Figure 1. Power grid.
The bar under the picture is 20 microns long. Pins as bars on the die edge. Tap cells in grey.
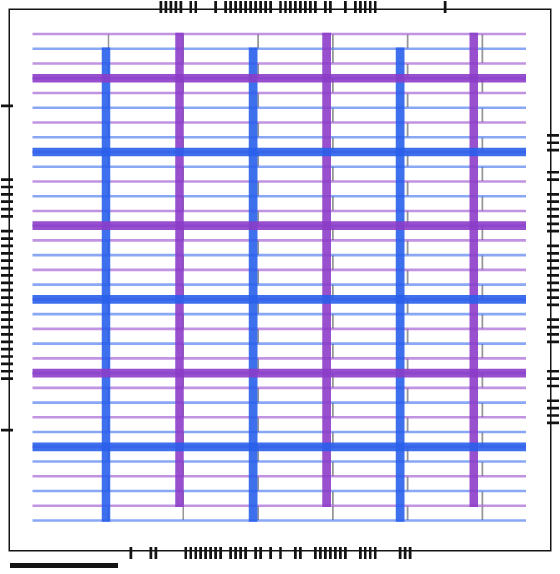
Figure 2. Placement by cell class.
The bar under the picture is 20 microns long.
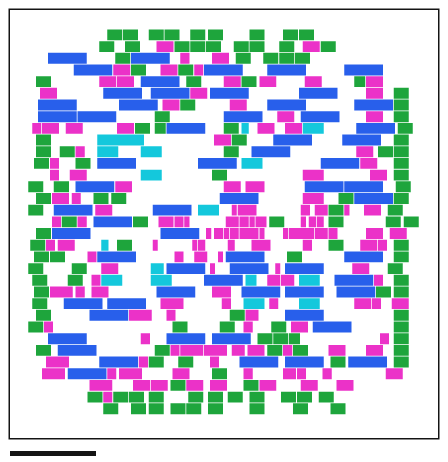
Figure 3. Clock distribution.
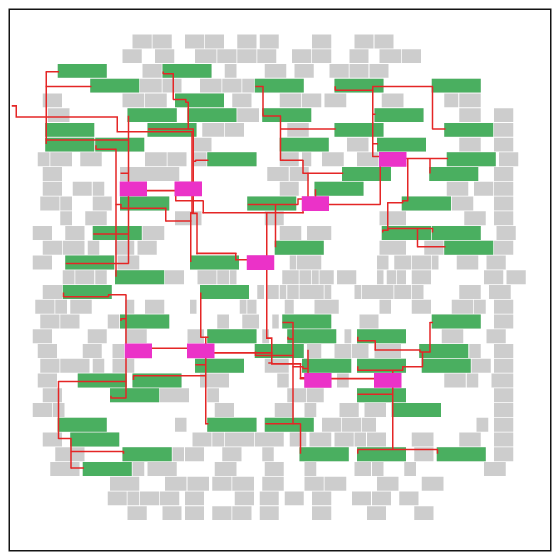
Figure 4. Metal layers overlaid.
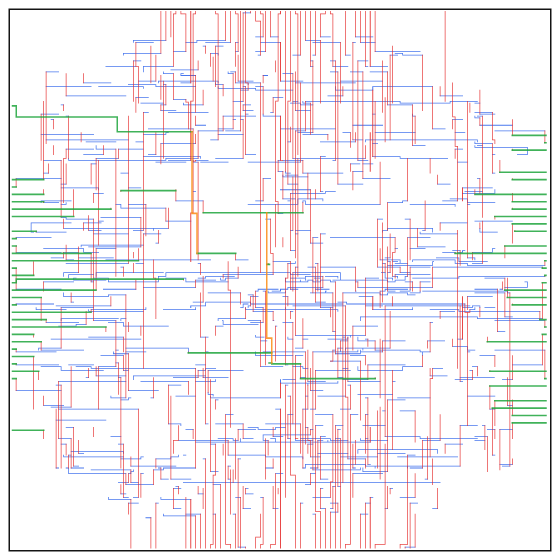
File: src/rtl/mem_arbiter_pkg.sv
// mem_arbiter_pkg: shared state/port types and parameter limits for the fetch/data memory arbiter.
package mem_arbiter_pkg;
  typedef enum logic [1:0] {IDLE, ADDR, ACCESS, RESP} arbState_t;
  typedef enum logic {PORT_FETCH = 1'b0, PORT_DATA = 1'b1} portId_t;
  localparam int ACCESS_CYCLES_MIN = 1;
  localparam int ACCESS_CYCLES_MAX = 4;
endpackage

File: src/rtl/mem_arbiter.sv
// mem_arbiter: shares one memory bus between an instruction-fetch port and a load/store data port.
module mem_arbiter
  import mem_arbiter_pkg::*;
#(
  parameter int ACCESS_CYCLES = 2,
  parameter int FETCH_AW = 12
) (
  input  logic                i_clk,
  input  logic                i_nReset,
  input  logic                i_fetchReq,
  input  logic [FETCH_AW-1:0] i_fetchAddr,
  input  logic                i_fetchImm,
  output logic                o_fetchAck,
  output logic [7:0]          o_fetchData,
  input  logic                i_dataReq,
  input  logic                i_dataWe,
  input  logic [15:0]         i_dataAddr,
  input  logic [15:0]         i_dataWData,
  output logic                o_dataAck,
  output logic [15:0]         o_dataRData,
  output logic [15:0]         o_address,
  output logic                o_addressEn,
  output logic [15:0]         o_writeData,
  output logic                o_writeEn,
  output logic                o_readDataSelect,
  output logic                o_immediateSelect,
  output logic                o_outEnable,
  input  logic [15:0]         i_readData,
  output logic                o_busy
);
  localparam logic [1:0] WAIT_LOAD = 2'(ACCESS_CYCLES - 1);
  arbState_t state;
  portId_t curPort, lastServed, winner;
  logic curWe, curImm, fetchPend, dataPend, grant, lastAccess, isStore, inAccess;
  logic [15:0] curAddr, curWData;
  logic [1:0] waitCnt;
  // In RESP the port being acked still holds its request, so it is masked from re-arbitration.
  assign fetchPend = i_fetchReq && !(state == RESP && curPort == PORT_FETCH);
  assign dataPend = i_dataReq && !(state == RESP && curPort == PORT_DATA);
  assign grant = (state == IDLE || state == RESP) && (fetchPend || dataPend);
  assign winner = (fetchPend && dataPend) ? (lastServed == PORT_FETCH ? PORT_DATA : PORT_FETCH)
                                          : (dataPend ? PORT_DATA : PORT_FETCH);
  assign lastAccess = state == ACCESS && waitCnt == 2'd0;
  always_ff @(posedge i_clk or negedge i_nReset) begin
    if (!i_nReset) begin
      state <= IDLE;
      curPort <= PORT_FETCH;
      lastServed <= PORT_FETCH;
      curWe <= 1'b0;
      curImm <= 1'b0;
      curAddr <= 16'h0;
      curWData <= 16'h0;
      waitCnt <= 2'd0;
      o_fetchData <= 8'h0;
      o_dataRData <= 16'h0;
    end else begin
      if (grant) begin
        curPort <= winner;
        lastServed <= winner;
        curWe <= winner == PORT_DATA && i_dataWe;
        curImm <= winner == PORT_FETCH && i_fetchImm;
        curAddr <= winner == PORT_DATA ? i_dataAddr : 16'(i_fetchAddr);
        curWData <= i_dataWData;
      end
      if (state == ADDR) waitCnt <= WAIT_LOAD;
      else if (state == ACCESS && waitCnt != 2'd0) waitCnt <= waitCnt - 2'd1;
      if (lastAccess && curPort == PORT_FETCH) o_fetchData <= i_readData[7:0];
      if (lastAccess && curPort == PORT_DATA && !curWe) o_dataRData <= i_readData;
      state <= grant ? ADDR : state == ADDR ? ACCESS : state == ACCESS ? (lastAccess ? RESP : ACCESS) : IDLE;
    end
  end
  assign isStore = curPort == PORT_DATA && curWe;
  assign inAccess = state == ACCESS;
  assign o_busy = state != IDLE;
  assign o_addressEn = state == ADDR;
  assign o_address = o_addressEn ? curAddr : 16'h0;
  assign o_writeEn = inAccess && isStore;
  assign o_writeData = o_writeEn ? curWData : 16'h0;
  assign o_outEnable = inAccess && !isStore;
  assign o_readDataSelect = inAccess && curPort == PORT_FETCH;
  assign o_immediateSelect = o_readDataSelect && curImm;
  assign o_fetchAck = state == RESP && curPort == PORT_FETCH;
  assign o_dataAck = state == RESP && curPort == PORT_DATA;
endmodule

File: config.mk
export PLATFORM = sky130hd
export DESIGN_NAME = mem_arbiter
export DESIGN_NICKNAME = d
export VERILOG_FILES = /design/src/rtl/mem_arbiter_pkg.sv /design/src/rtl/mem_arbiter.sv
export SDC_FILE = /design/constraint.sdc
export NUM_CORES = 1
export LEC_CHECK = 0
export CORE_MARGIN = 4
export CORE_UTILIZATION = 35
export DETAILED_ROUTE_END_ITERATION = 10
export PLACE_DENSITY = 0.71
export SETUP_SLACK_MARGIN = 0.1
export SLEW_MARGIN = 30
export SYNTH_ARGS = -nofsm -noshare
export SYNTH_HDL_FRONTEND = slang
export SYNTH_SLANG_ARGS = --single-unit
File: constraint.sdc
create_clock -name i_clk -period 4.08 [get_ports i_clk]
set_clock_uncertainty 0.05 [all_clocks]
set_input_delay 0.816 -clock i_clk [delete_from_list [all_inputs] [get_ports i_clk]]
set_output_delay 0.816 -clock i_clk [all_outputs]
set_load 0.02 [all_outputs]
==> results.toml <==
# generated from flow reports
[synth]
synth_nets = 285
ys_sh_aoi = 0.02937
yosys-top-cells-area = "dfrtp_1 54%, mux2_2 21%, and2_1 7.0%"
ys.flops = 63
avgSynthCellArea_sq_um = 13.73
simple_gate_share = 0.1115
ys_seq_frac = 0.5364
xor_share = 0.002980
yosys.area.top_type = "dfrtp_1"
topCombFamilyByArea = "multiplexers"
yosys_area_sq_mm = 0.002939

[sta]
setup_viol = 0
slew_headroom = 0.3938
whs_ns = 0.3933
finalCriticalPeriod_ns = 3.277
post-route-period-util = 0.8031

[worst_hold_path]
hp-class = "input pin to async pin"

[place]
dp_slack_ns = 1.130
portBuffers = 129
placed_cell_area_sq_mm = 0.004289

[grt]
met2_usage = 0.2464
grt_pass1_wl_microns = 11310
grt_pass1_vias = 2282
grt-busiest-layer = "met2"

[worst_setup_path]
crit_start = "state[0]"
crit_end = "o_writeData[14]"
crit_required_ns = 3.21
r2r_cells = 6

[clock_network]
postCtsSetupRepairBufs = 0
post_cts_resized = 0
clock_path_buffers = 2
cts_buffers = 9
h-tree-depth = 3
cts.sinks = 63

[outcome]
status = "complete, no violations"

[pwr]
netSwitchingFraction = 0.3449
cellInternalPower_mw = 2.213
switchingPower_mw = 1.165

[cells_and_area]
inverters = 8
mi_logic_area_sq_mm = 0.001250
lay_top_count = "clkdlybuf4s50_1"
clkbuf_count = 11
nFillCells = 723
final_cells = 456
final_cell_mix = "128 x clkdlybuf4s50_1, 63 x dfrtp_1, 55 x mux2_2"

[floorplanning]
chipArea_sq_mm = 0.009927
nWellTaps = 105

[job]
max_cap_violations = 0

[detailed_routing]
drt-met1-wl_microns = 2905
Back to the opening pictures, Figure 1:
net	colour
VDD	purple
VSS	blue
met5 straps	6
met1 rails	34
tap cells	105
die width: 99.64 microns
total core area: 0.008175 sq mm
die y size: 99.64 microns
Worst VDD drop: 0.3124 mV

Back to the opening pictures, Figure 2:
class	colour	cells	share of their area
registers	blue	63	36%
remaining buffers and delay cells	green	131	30%
clock drivers and dummy loads	cyan	16	4.8%
remaining logic cells	magenta	141	29%
fin area: 0.004499 sq mm
Site Rows: 33
Core Util, Final: 0.5504

Back to the opening pictures, Figure 3:
[clock wires] red | length: 820 microns
[flip-flops] green | count: 63
[clock-net drivers] magenta | count: 9
routed clock nets	10
Clk pwr share: 0.163
Latency at later pin: 0.33 ns
clk pwr: 0.552 mW

Back to the opening pictures, Figure 4:
layer	colour	wire length
M4	orange	52.0 microns
M1	blue	2910 microns
M2	red	3490 microns
M3	green	508 microns
gr usage total: 0.1446
wire per inst: 15.26 microns

Power is estimated from default activity; no workload was simulated.
